--- config.mk ---
export PLATFORM = sky130hd
export DESIGN_NAME = c3lib_ckg_async_multi_hyst_ctn_flat
export DESIGN_NICKNAME = d
export VERILOG_FILES = /design/src/rtl/c3lib_ckg_async_multi_hyst_ctn_if.sv /design/src/rtl/c3lib_ckg_async_multi_hyst_ctn.sv /design/src/flat_wrapper.sv
export SDC_FILE = /design/constraint.sdc
export NUM_CORES = 1
export LEC_CHECK = 0
export ABC_AREA = 1
export CAP_MARGIN = 25
export CELL_PAD_IN_SITES_DETAIL_PLACEMENT = 2
export CELL_PAD_IN_SITES_GLOBAL_PLACEMENT = 2
export CORE_MARGIN = 2
export CORE_UTILIZATION = 38
export CTS_CLUSTER_DIAMETER = 50
export DETAILED_ROUTE_END_ITERATION = 6
export PLACE_DENSITY_LB_ADDON = 0.1
export SYNTH_ARGS = -nofsm -noshare
export SYNTH_HDL_FRONTEND = slang
export SYNTH_SLANG_ARGS = --single-unit
--- constraint.sdc ---
create_clock -name clk -period 2.73 [get_ports clk]
set_clock_uncertainty 0.15 [all_clocks]
set_input_delay 0.4095 -clock clk [delete_from_list [all_inputs] [get_ports clk]]
set_output_delay 0.4095 -clock clk [all_outputs]
set_load 0.02 [all_outputs]
--- src/rtl/c3lib_ckg_async_multi_hyst_ctn_if.sv ---
// Request/clock bundle for the multi-channel hysteretic clock gater.
//   tst_en     : scan/test override, forces every gated clock on
//   clk_en     : per-channel enable requests, asynchronous to clk
//   gated_clk  : per-channel gated clocks
//   clk_en_ack : per-channel registered enable (1 = clock running)
//   all_gated  : registered, 1 when every ack bit is 0
// master = requester side, slave = gater side.
interface c3lib_ckg_async_multi_hyst_ctn_if #(
    parameter int unsigned NUM_CH = 4
);
    logic              tst_en;
    logic [NUM_CH-1:0] clk_en;
    logic [NUM_CH-1:0] gated_clk;
    logic [NUM_CH-1:0] clk_en_ack;
    logic              all_gated;

    modport master (
        output tst_en,
        output clk_en,
        input  gated_clk,
        input  clk_en_ack,
        input  all_gated
    );

    modport slave (
        input  tst_en,
        input  clk_en,
        output gated_clk,
        output clk_en_ack,
        output all_gated
    );
endinterface

--- src/rtl/c3lib_ckg_async_multi_hyst_ctn.sv ---
// Multi-channel positive-edge clock gater with per-channel asynchronous
// enables, configurable synchroniser depth and min-on/min-off hysteresis.
// Ports:
//   clk   : root clock, sole clock domain
//   rst_n : asynchronous active-low reset (release synchronous upstream)
//   bus   : slave side of c3lib_ckg_async_multi_hyst_ctn_if
//           (tst_en, clk_en in; gated_clk, clk_en_ack, all_gated out)

// Single-bit synchroniser chain with configurable depth and reset value.
//   clk, rst_n : clock and async active-low reset
//   data_in    : asynchronous input
//   data_out   : synchronised output
module c3lib_bitsync #(
    parameter int unsigned SYNC_STAGES = 2,
    parameter logic        RESET_VAL   = 1'b0
) (
    input  logic clk,
    input  logic rst_n,
    input  logic data_in,
    output logic data_out
);
    logic [SYNC_STAGES-1:0] sync_q;

    always_ff @(posedge clk or negedge rst_n) begin
        if (!rst_n) begin
            sync_q <= {SYNC_STAGES{RESET_VAL}};
        end else begin
            sync_q <= {sync_q[SYNC_STAGES-2:0], data_in};
        end
    end

    assign data_out = sync_q[SYNC_STAGES-1];
endmodule

// Latch-based integrated clock gate.
//   clk       : clock to gate
//   clk_en    : functional enable
//   tst_en    : test override enable
//   gated_clk : gated clock output
module c3lib_ckg_lvt_8x (
    input  logic clk,
    input  logic clk_en,
    input  logic tst_en,
    output logic gated_clk
);
    logic en_l;

    // Transparent while clk is low so the enable is frozen during the high
    // phase and the AND below cannot glitch.
    always_latch begin
        if (!clk) begin
            en_l <= clk_en | tst_en;
        end
    end

    assign gated_clk = clk & en_l;
endmodule

module c3lib_ckg_async_multi_hyst_ctn #(
    parameter int unsigned       NUM_CH      = 4,
    parameter int unsigned       SYNC_STAGES = 2,
    parameter logic [NUM_CH-1:0] RESET_VAL   = '0,
    parameter int unsigned       MIN_ON_CYC  = 1,
    parameter int unsigned       MIN_OFF_CYC = 1
) (
    input  logic                                   clk,
    input  logic                                   rst_n,
    c3lib_ckg_async_multi_hyst_ctn_if.slave        bus
);
    typedef enum logic [1:0] {
        ST_OFF,
        ST_OFF_HOLD,
        ST_ON,
        ST_ON_HOLD
    } ch_state_e;

    // Hold counter load values; a channel leaves hold after cnt reaches 0,
    // so loading MIN-1 gives exactly MIN cycles in the new level.
    localparam logic [7:0] ON_LOAD  = 8'(MIN_ON_CYC - 1);
    localparam logic [7:0] OFF_LOAD = 8'(MIN_OFF_CYC - 1);

    logic [NUM_CH-1:0] req_s;
    logic [NUM_CH-1:0] en_q;
    logic [NUM_CH-1:0] gclk;
    logic              all_gated_q;

    for (genvar i = 0; i < NUM_CH; i++) begin : g_ch
        logic       en_d;
        logic [7:0] cnt_q;
        logic [7:0] cnt_d;
        ch_state_e  state;

        c3lib_bitsync #(
            .SYNC_STAGES (SYNC_STAGES),
            .RESET_VAL   (RESET_VAL[i])
        ) u_sync (
            .clk      (clk),
            .rst_n    (rst_n),
            .data_in  (bus.clk_en[i]),
            .data_out (req_s[i])
        );

        always_ff @(posedge clk or negedge rst_n) begin
            if (!rst_n) begin
                en_q[i] <= RESET_VAL[i];
                cnt_q   <= '0;
            end else begin
                en_q[i] <= en_d;
                cnt_q   <= cnt_d;
            end
        end

        // State is encoded by (en_q, cnt != 0) rather than a separate register.
        always_comb begin
            en_d  = en_q[i];
            cnt_d = cnt_q;
            if (en_q[i]) begin
                state = (cnt_q != '0) ? ST_ON_HOLD : ST_ON;
            end else begin
                state = (cnt_q != '0) ? ST_OFF_HOLD : ST_OFF;
            end
            case (state)
                ST_OFF: begin
                    if (req_s[i]) begin
                        en_d  = 1'b1;
                        cnt_d = ON_LOAD;
                    end
                end
                ST_ON: begin
                    if (!req_s[i]) begin
                        en_d  = 1'b0;
                        cnt_d = OFF_LOAD;
                    end
                end
                default: begin
                    // Either hold state: request ignored until the count expires.
                    cnt_d = cnt_q - 8'd1;
                end
            endcase
        end

        c3lib_ckg_lvt_8x u_ckg (
            .clk       (clk),
            .clk_en    (en_q[i]),
            .tst_en    (bus.tst_en),
            .gated_clk (gclk[i])
        );
    end

    always_ff @(posedge clk or negedge rst_n) begin
        if (!rst_n) begin
            all_gated_q <= (RESET_VAL == '0);
        end else begin
            all_gated_q <= ~|en_q;
        end
    end

    assign bus.gated_clk  = gclk;
    assign bus.clk_en_ack = en_q;
    assign bus.all_gated  = all_gated_q;
endmodule

--- src/flat_wrapper.sv ---
// flat-port wrapper written by rule: the top's interface ports become plain ports
module c3lib_ckg_async_multi_hyst_ctn_flat 
#(
    parameter int unsigned       NUM_CH      = 4,
    parameter int unsigned       SYNC_STAGES = 2,
    parameter logic [NUM_CH-1:0] RESET_VAL   = '0,
    parameter int unsigned       MIN_ON_CYC  = 1,
    parameter int unsigned       MIN_OFF_CYC = 1
)
  (clk, rst_n, bus_tst_en, bus_clk_en, bus_gated_clk, bus_clk_en_ack, bus_all_gated);
  c3lib_ckg_async_multi_hyst_ctn_if #(.NUM_CH(NUM_CH)) bus_i ();
  input  logic clk;
  input  logic rst_n;
  input wire logic [$bits(bus_i.tst_en)-1:0] bus_tst_en;
  input wire logic [$bits(bus_i.clk_en)-1:0] bus_clk_en;
  output wire logic [$bits(bus_i.gated_clk)-1:0] bus_gated_clk;
  output wire logic [$bits(bus_i.clk_en_ack)-1:0] bus_clk_en_ack;
  output wire logic [$bits(bus_i.all_gated)-1:0] bus_all_gated;
  assign bus_i.tst_en = bus_tst_en;
  assign bus_i.clk_en = bus_clk_en;
  assign bus_gated_clk = bus_i.gated_clk;
  assign bus_clk_en_ack = bus_i.clk_en_ack;
  assign bus_all_gated = bus_i.all_gated;
  c3lib_ckg_async_multi_hyst_ctn #(.NUM_CH(NUM_CH), .SYNC_STAGES(SYNC_STAGES), .RESET_VAL(RESET_VAL), .MIN_ON_CYC(MIN_ON_CYC), .MIN_OFF_CYC(MIN_OFF_CYC)) u_core (.clk(clk), .rst_n(rst_n), .bus(bus_i));
endmodule
Fig. 1: run 1, port wiring
Drawn at 4 px/um.
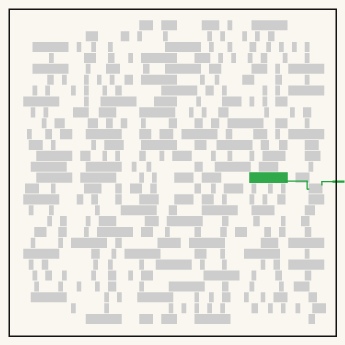
| color | port | bits | direction | edge | end cells | buffers | wire |
|---|---|---|---|---|---|---|---|
| green | bus_all_gated | 1 | output | right | 1 | 1 | 11.8 um |

Fig. 2: run 1, cell density map
Drawn at 3 px/um. 8 x 8 tiles, from dark purple (low) to yellow (high), 0 to 100% covered.
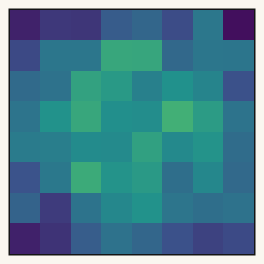
densest ninth of the die: center
mean over tiles: 38%
fullest tile: 63%

Fig. 3: run 1, gate families picked out
Drawn at 6 px/um.
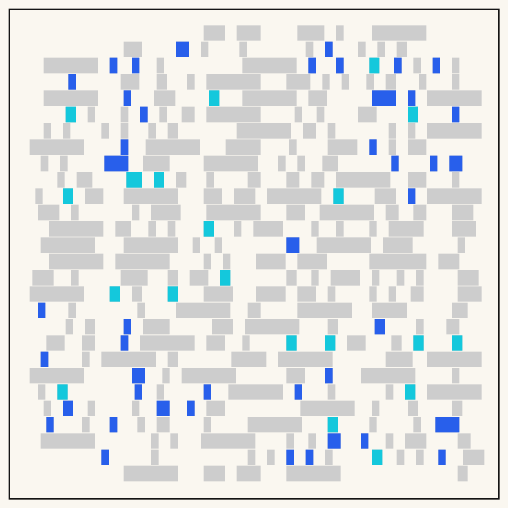
| color | family | cells |
|---|---|---|
| blue | NOR gates | 44 |
| cyan | inverting AOI/OAI gates | 20 |

Fig. 4: run 1, clock routing
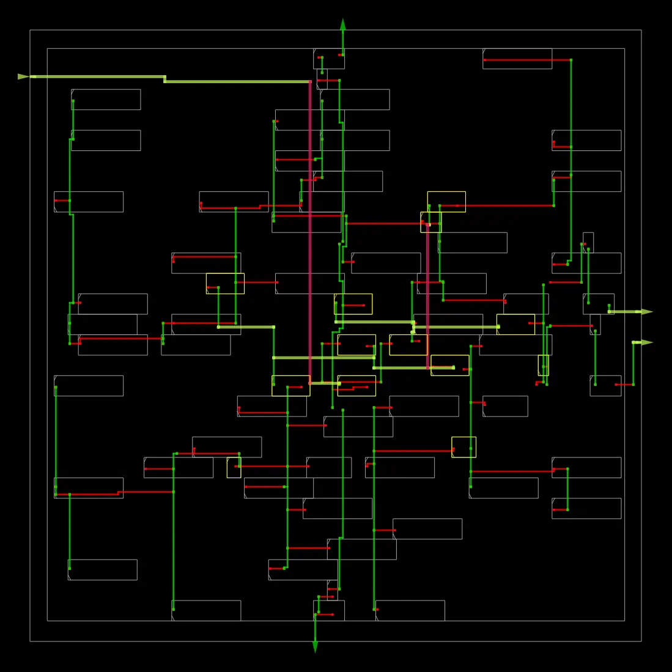
# clk buffers: 14
Worst-Skew Late Latency: 0.41 ns
Clk power: 0.862 mW

## run 1: final timing paths
kind | depth (start not counted) | slack, ns | start | endpoint
worst max-delay path | 3 | -0.24 | u_core.g_ch[0].u_ckg.en_l | bus_gated_clk[0]
max in group asynchronous | 3 | 1.41 | rst_n | u_core.bus.all_gated
worst max register to register | 1 | 0.49 | u_core.bus.clk_en_ack[2] | u_core.g_ch[2].u_ckg.en_l
worst min register to register | 0 | 0.21 | u_core.g_ch[3].u_sync.sync_q[0] | u_core.g_ch[3].u_sync.sync_q[1]
worst min-delay path | 0 | 0.21 | u_core.g_ch[3].u_sync.sync_q[0] | u_core.g_ch[3].u_sync.sync_q[1]
min in group asynchronous | 2 | 0.37 | rst_n | u_core.g_ch[1].cnt_q[4]
## run 1: routing by layer
metal,vias up,GRT usage [%],routed length [um]
li1,840,-,-
met1,847,20.1,2200
met2,20,29.8,2680
met3,4,5.44,132
met4,0,8.98,59
met5,-,0,0
## run 1: power by group through the flow
stage               clock network, mW  logic [mW]  registers (mW)
finish                          0.862      0.0515           0.728
global route                    0.940      0.0572           0.730
CTS                             0.866      0.0534           0.728
detailed placement              0.187      0.0510           0.742
global placement                0.187      0.0506           0.741
floorplan                       0.168      0.0200           0.740
## run 1: sequential cells by signal, indices dropped and copies added (netlist names)
register,cells
u_core.bus.all_gated,1
u_core.bus.clk_en_ack,4
u_core.g_ch.cnt_q,32
u_core.g_ch.u_ckg.en_l,4
u_core.g_ch.u_sync.sync_q,8
## run 1: area by class of cell
class | count | share of cell area, %
Clock buffer | 14 | 6.55
Clock inverter | 7 | 1.38
Inverter | 35 | 5.18
Multi-Input combinational cell | 165 | 33.1
Sequential cell | 49 | 45.3
Tap cell | 75 | 3.56
Timing Repair Buffer | 14 | 4.94
## run 1: placed cells by master (no fill, tap or decap), drive strengths merged, types with 4 or more instances in the layout
cell type	n
dlxtn	4
xnor2	6
or2	4
buf	7
nand4	4
nor2	41
nand3	15
ha	5
inv	39
a21oi	4
o21ai	15
clkbuf	10
xor2	7
dfrtp	44
nand2	59
clkdlybuf4s50	10
## run 1: synthesized netlist by cell type (all sizes together)
cell / n
a21oi: 4
buf: 9
clkinv: 1
dfrtp: 44
dfstp: 1
dlxtn: 4
ha: 5
inv: 38
nand2: 59
nand3: 15
nand3b: 1
nand4: 4
nor2: 41
nor3: 2
nor4: 1
o21ai: 15
o21bai: 1
or2: 4
xnor2: 6
xor2: 7
## run 1: cell families (layout without fill, tap and decap cells)
| group | count (synthesis) | in the layout | synth area share (%) |
|---|---|---|---|
| AOI/OAI and AO/OA | 20 | 20 | 4.51 |
| xor gates and xnor gates | 13 | 13 | 5.01 |
| adders and majority gates | 5 | 5 | 2.75 |
| buffers and inverters | 48 | 70 | 9.80 |
| DFF | 45 | 45 | 49.6 |
| latches | 4 | 4 | 2.64 |
| and+or+nand+nor | 127 | 127 | 25.7 |
## run 1: repair_timing
item,4_1_cts,5_1_grt
endpoints found under the setup margin,8,8
hold endpoints to repair,22,0
gates resized,24,12
pin swaps,3,2
hold buffers,1,0
==> impl_metrics.json, run 1 <==
{
  "first_iter_violations": 37,
  "hold_violations": 0,
  "hold_slack_ns": 0.206,
  "dp_worst_setup_slack_ns": -0.238,
  "netlist_top_cells_area": "dfrtp_1, nand2_1, inv_1, nor2_1, nand3_1",
  "register_area_mm2": 0.00119,
  "power.net_switching_mw": 0.471,
  "area_delta_synth_final_pct": 15.9,
  "path_clk_slew_ns": 0.09,
  "critPathCaptureType": "output port",
  "drv_slew": 0,
  "grt_max_degree": 25,
  "pin_count": 16,
  "grt_first_pass_wirelength_um": 8740,
  "hold_path_class": "flop to flop",
  "switching_share_pct": 28.7,
  "cts_tree": "built",
  "initCoreUtil_pct": 38.9,
  "violations": "setup timing",
  "wire_per_inst_um": 14.1,
  "crit_path_top_delay_cell": "dlxtn_2",
  "status": "finished, violations left",
  "power.internal_mw": 1.17,
  "cpLargestDelayFamily": "latches",
  "timing.final.ws_setup_ns": -0.236,
  "io_buffers": 15,
  "fillers": 660,
  "placed_area_mm2": 0.00246,
  "fin_tns_setup_ns": -0.906,
  "top_area_share_pct": 48.4,
  "final_util_pct": 45.0,
  "rsz0062_at_grt": "true",
  "cts_post_setup_buffers_inserted": 0,
  "grtUsageTotal_pct": 17.7,
  "num_rows": 28,
  "fp.coreArea_mm2": 0.00585,
  "power_frac_clock_pct": 52.5,
  "syn_inst": 262,
  "n_antenna_cell": 0,
  "ys_warn_count": 0,
  "ir_drop_uv": 400,
  "final_layout_size_suffix_gt1_share_pct": 18.0,
  "warnings": 41,
  "path_max_fanout": 1,
  "via_count": 1711,
  "cp-start-kind": "latch",
  "power.share.sequential_pct": 44.3,
  "logic_area_um2": 873,
  "setup_violations": 8,
  "worstPathRequired_ns": 2.17,
  "place_inst": 345,
  "syn_area_per_cell_um2": 8.68,
  "ant_nets": 0,
  "die_x_um": 81.3,
  "cpPeakStageDelay_ns": 0.42,
  "share_comb_of_total_power_pct": 3.1,
  "fin_nets": 294,
  "dp_hpwl_um": 3600,
  "drv_cap": 0,
  "antenna_found_initial": 0,
  "drc": 0,
  "fin_area_mm2": 0.00264,
  "worst_pin_slew_ns": 0.562,
  "ys_area_mm2": 0.00227,
  "arrival_ns": 2.41,
  "grt.overflow.total": 0,
  "die_y_um": 81.3,
  "drt_pre_antenna_iters": 4,
  "ys_cells": 262,
  "mappedNetlistArea_mm2": 0.00227,
  "path_cells": "nand2_2, inv_2, buf_6",
  "drt-total-wl_um": 5080,
  "power.total_mw": 1.64,
  "powerDensity_mw_per_mm2": 623,
  "synth_flops": 49,
  "grt_pass1_vias": 1929,
  "stdcell_count": 359,
  "crit_buf_inv": 2,
  "max-slew-margin-rel_pct": 62.6,
  "die_area_mm2": 0.00662,
  "ys_types": 29,
  "post_drt_via_cell_ratio": 4.77,
  "yosys.area.top_type": "dfrtp_1",
  "leakage_nw": 1.49,
  "place.gp.congestion": 0.709,
  "fp_nets": 274,
  "criticalPathCategory": "latch to output port"
}
==> inputs of run 2 (changes only) <==
--- a/config.mk
+++ b/config.mk
@@ -6,12 +6,13 @@
 export NUM_CORES = 1
 export LEC_CHECK = 0
 export ABC_AREA = 1
-export CAP_MARGIN = 25
+export CAP_MARGIN = 20
 export CELL_PAD_IN_SITES_DETAIL_PLACEMENT = 2
 export CELL_PAD_IN_SITES_GLOBAL_PLACEMENT = 2
 export CORE_MARGIN = 2
 export CORE_UTILIZATION = 38
 export CTS_CLUSTER_DIAMETER = 50
+export CTS_CLUSTER_SIZE = 20
 export DETAILED_ROUTE_END_ITERATION = 6
 export PLACE_DENSITY_LB_ADDON = 0.1
 export SYNTH_ARGS = -nofsm -noshare
Fig. 5: run 2, gate families picked out
Drawn at 6 px/um.
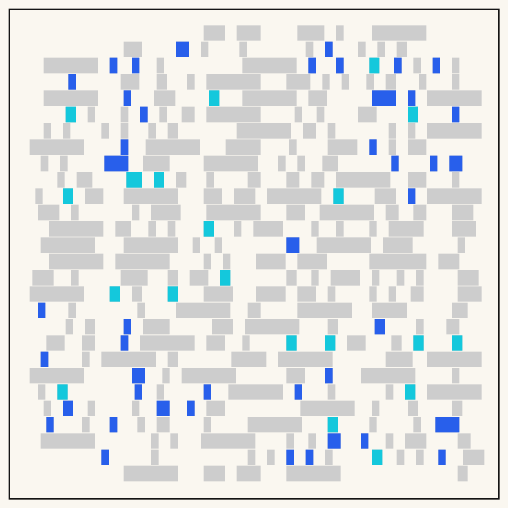
| color | family | cells |
|---|---|---|
| blue | NOR gates | 44 |
| cyan | inverting AOI/OAI gates | 20 |
Final Instance Count excl. Fillers: 359
most numerous logic cell after layout: nand2_1
Comb/total area: 33.1%

Fig. 6: run 2, clock routing
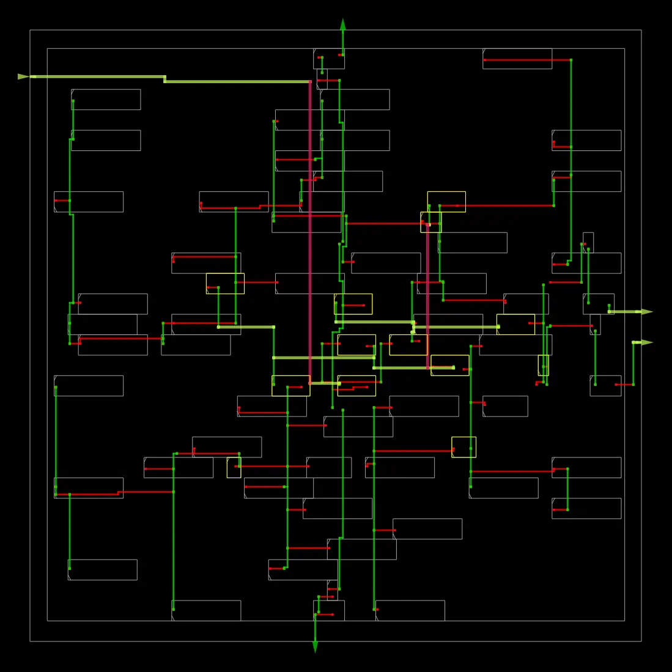
flop count: 49

==> run 2 against run 1 <==
The flow still finishes with violations (setup timing). Setup slack stayed put. Total power unchanged. Critical endpoint unchanged. Non-clock buffer count stayed put. Critical path depth is the same. Largest cell class unchanged. Clock-buffer cell count is the same. Global-route usage unchanged. First-iteration DRC count did not move. Via count stayed put. Area after synthesis unchanged. Final cell count stayed put.
==> impl_metrics.json, run 2 <==
{
  "powerDensity_mw_per_mm2": 623,
  "arrival_ns": 2.41,
  "final_layout_size_suffix_gt1_share_pct": 18.0,
  "cts_tree": "built",
  "fin_nets": 294,
  "mappedNetlistArea_mm2": 0.00227,
  "critPathCaptureType": "output port",
  "synthArstFlopShare_pct": 91.8,
  "place.gp.congestion": 0.709,
  "violations": "setup timing",
  "criticalPathCategory": "latch to output port",
  "max-slew-margin-rel_pct": 62.6,
  "synth_flops": 49,
  "die_area_mm2": 0.00662,
  "final_cell_mix": "nand2_1, dfrtp_1, inv_1, nor2_1",
  "placed_area_mm2": 0.00246,
  "ys_cells": 262,
  "wire_per_inst_um": 14.1,
  "fin_area_mm2": 0.00264,
  "r2r_start": "u_core.bus.clk_en_ack[2]",
  "worstPathRequired_ns": 2.17,
  "drv_cap": 0,
  "worstSetupStartpoint": "u_core.g_ch[0].u_ckg.en_l",
  "grt_pass1_vias": 1929,
  "grt_first_pass_wirelength_um": 8740,
  "warnings": 41,
  "grt_max_degree": 25,
  "fp_nets": 274,
  "largest_reg_flops": 32,
  "ir_drop_uv": 400,
  "syn_inst": 262,
  "path_cells": "nand2_2, inv_2, buf_6",
  "rr_endpoint": "u_core.g_ch[2].u_ckg.en_l",
  "antenna_found_initial": 0,
  "dp_hpwl_um": 3600,
  "reg_top3": "u_core.g_ch.cnt_q x32, u_core.g_ch.u_sync.sync_q x8",
  "yosys.area.top_type": "dfrtp_1",
  "timing.final.ws_setup_ns": -0.236,
  "initCoreUtil_pct": 38.9,
  "area_delta_synth_final_pct": 15.9,
  "n_antenna_cell": 0,
  "hold_depth": 0,
  "netlist_top_cells_area": "dfrtp_1, nand2_1, inv_1, nor2_1, nand3_1",
  "pin_count": 16,
  "final_util_pct": 45.0,
  "drt-total-wl_um": 5080,
  "rsz0062_at_grt": "true",
  "hold_path_class": "flop to flop",
  "io_buffers": 15,
  "die_x_um": 81.3,
  "path_max_fanout": 1,
  "fin_tns_setup_ns": -0.906,
  "first_iter_violations": 37,
  "setup_violations": 8,
  "top_area_share_pct": 48.4,
  "syn_area_per_cell_um2": 8.68,
  "largest-register": "u_core.g_ch.cnt_q",
  "ys_types": 29,
  "cpPeakStageDelay_ns": 0.42,
  "crit_path_top_delay_cell": "dlxtn_2",
  "cp-start-kind": "latch",
  "via_count": 1711,
  "post_drt_via_cell_ratio": 4.77,
  "die_y_um": 81.3,
  "drv_slew": 0,
  "top_cells_by_count": "nand2_1, dfrtp_1, inv_1, nor2_1",
  "ant_nets": 0,
  "status": "finished, violations left",
  "fp.coreArea_mm2": 0.00585,
  "r2r_slack_ns": 0.49,
  "grt.overflow.total": 0,
  "reg2reg_depth": 1,
  "drc": 0,
  "leakage_nw": 1.49,
  "cts_post_setup_buffers_inserted": 0,
  "power.total_mw": 1.64,
  "ys_warn_count": 0,
  "grtUsageTotal_pct": 17.7,
  "yosysMostFrequentCell": "nand2_1",
  "drt_pre_antenna_iters": 4,
  "num_rows": 28,
  "worst_pin_slew_ns": 0.562,
  "ys.flop_type": "dfrtp_1",
  "worst_skew_pair.late_latency_ns": 0.41,
  "hold_violations": 0,
  "endpoint": "bus_gated_clk[0]",
  "edf_count": 0,
  "path_clk_slew_ns": 0.09,
  "hold_slack_ns": 0.206,
  "ys_area_mm2": 0.00227
}
run 2: cell counts after synthesis:
No cell type changed its count.
run 2: cells by family after synthesis:
group                      Yosys count  share of synthesized area, %
and+or+nand+nor                    127                          25.7
buffers and inverters               48                          9.80
DFF                                 45                          49.6
AOI/OAI and AO/OA                   20                          4.51
xor gates and xnor gates            13                          5.01
adders and majority gates            5                          2.75
latches                              4                          2.64
run 2: how the worst min path moves through the flow:
stage / startpoint / to / slack, ns
final: u_core.g_ch[3].u_sync.sync_q[0] / u_core.g_ch[3].u_sync.sync_q[1] / 0.21
after global routing: u_core.g_ch[3].u_sync.sync_q[0] / u_core.g_ch[3].u_sync.sync_q[1] / 0.22
after CTS: u_core.g_ch[2].u_sync.sync_q[0] / u_core.g_ch[2].u_sync.sync_q[1] / 0.21
after detailed placement: u_core.g_ch[2].u_sync.sync_q[0] / u_core.g_ch[2].u_sync.sync_q[1] / 0.19
after global placement: u_core.g_ch[3].u_sync.sync_q[0] / u_core.g_ch[3].u_sync.sync_q[1] / 0.19
after floorplan: rst_n / u_core.bus.clk_en_ack[0] / -0.04
run 2: through the flow:
stage	setup slack, ns	instances
after detailed placement	-0.238	345
final	-0.236	359
after global routing	-0.285	359
after global placement	-0.227	345
after CTS	-0.284	359
after floorplan	0.232	262
run 2: final cells by class:
cell class | count | area [um^2]
Fill cell | 660 | 3220
Sequential cell | 49 | 1190
Multi-Input combinational cell | 165 | 873
Clock buffer | 14 | 173
Inverter | 35 | 136
Timing Repair Buffer | 14 | 130
Tap cell | 75 | 93.8
Clock inverter | 7 | 36.3
run 2: per-layer routing:
layer  vias to the layer above  share of wire, %  global-route usage, %
li1                        840                 -                      -
met3                         4               2.6                   5.44
met2                        20                53                   29.8
met4                         0               1.2                   8.98
met5                         -                 0                      0
met1                       847                43                   20.1
run 2: where the power goes:
group	internal, mW	switching [mW]
Combinational	0.0216	0.0298
Sequential	0.719	0.00872
Clock	0.430	0.432
Total	1.17	0.471
run 2: worst max-delay path: cells and delay by family (launching register included):
kind | cells | cell delay (ns)
latches | 1 | 0.42
buf+inv | 2 | 0.15
simple gates | 1 | 0.06
run 2: repair_timing:
action                     in CTS  in global routing
cloned                          0                  0
gates resized                  24                 12
hold buffers                    1                  0
hold endpoints to repair       22                  0
setup endpoints to repair       8                  8
pin swaps                       3                  2
Power figures rest on the tool's default switching activity, not on a simulated workload.
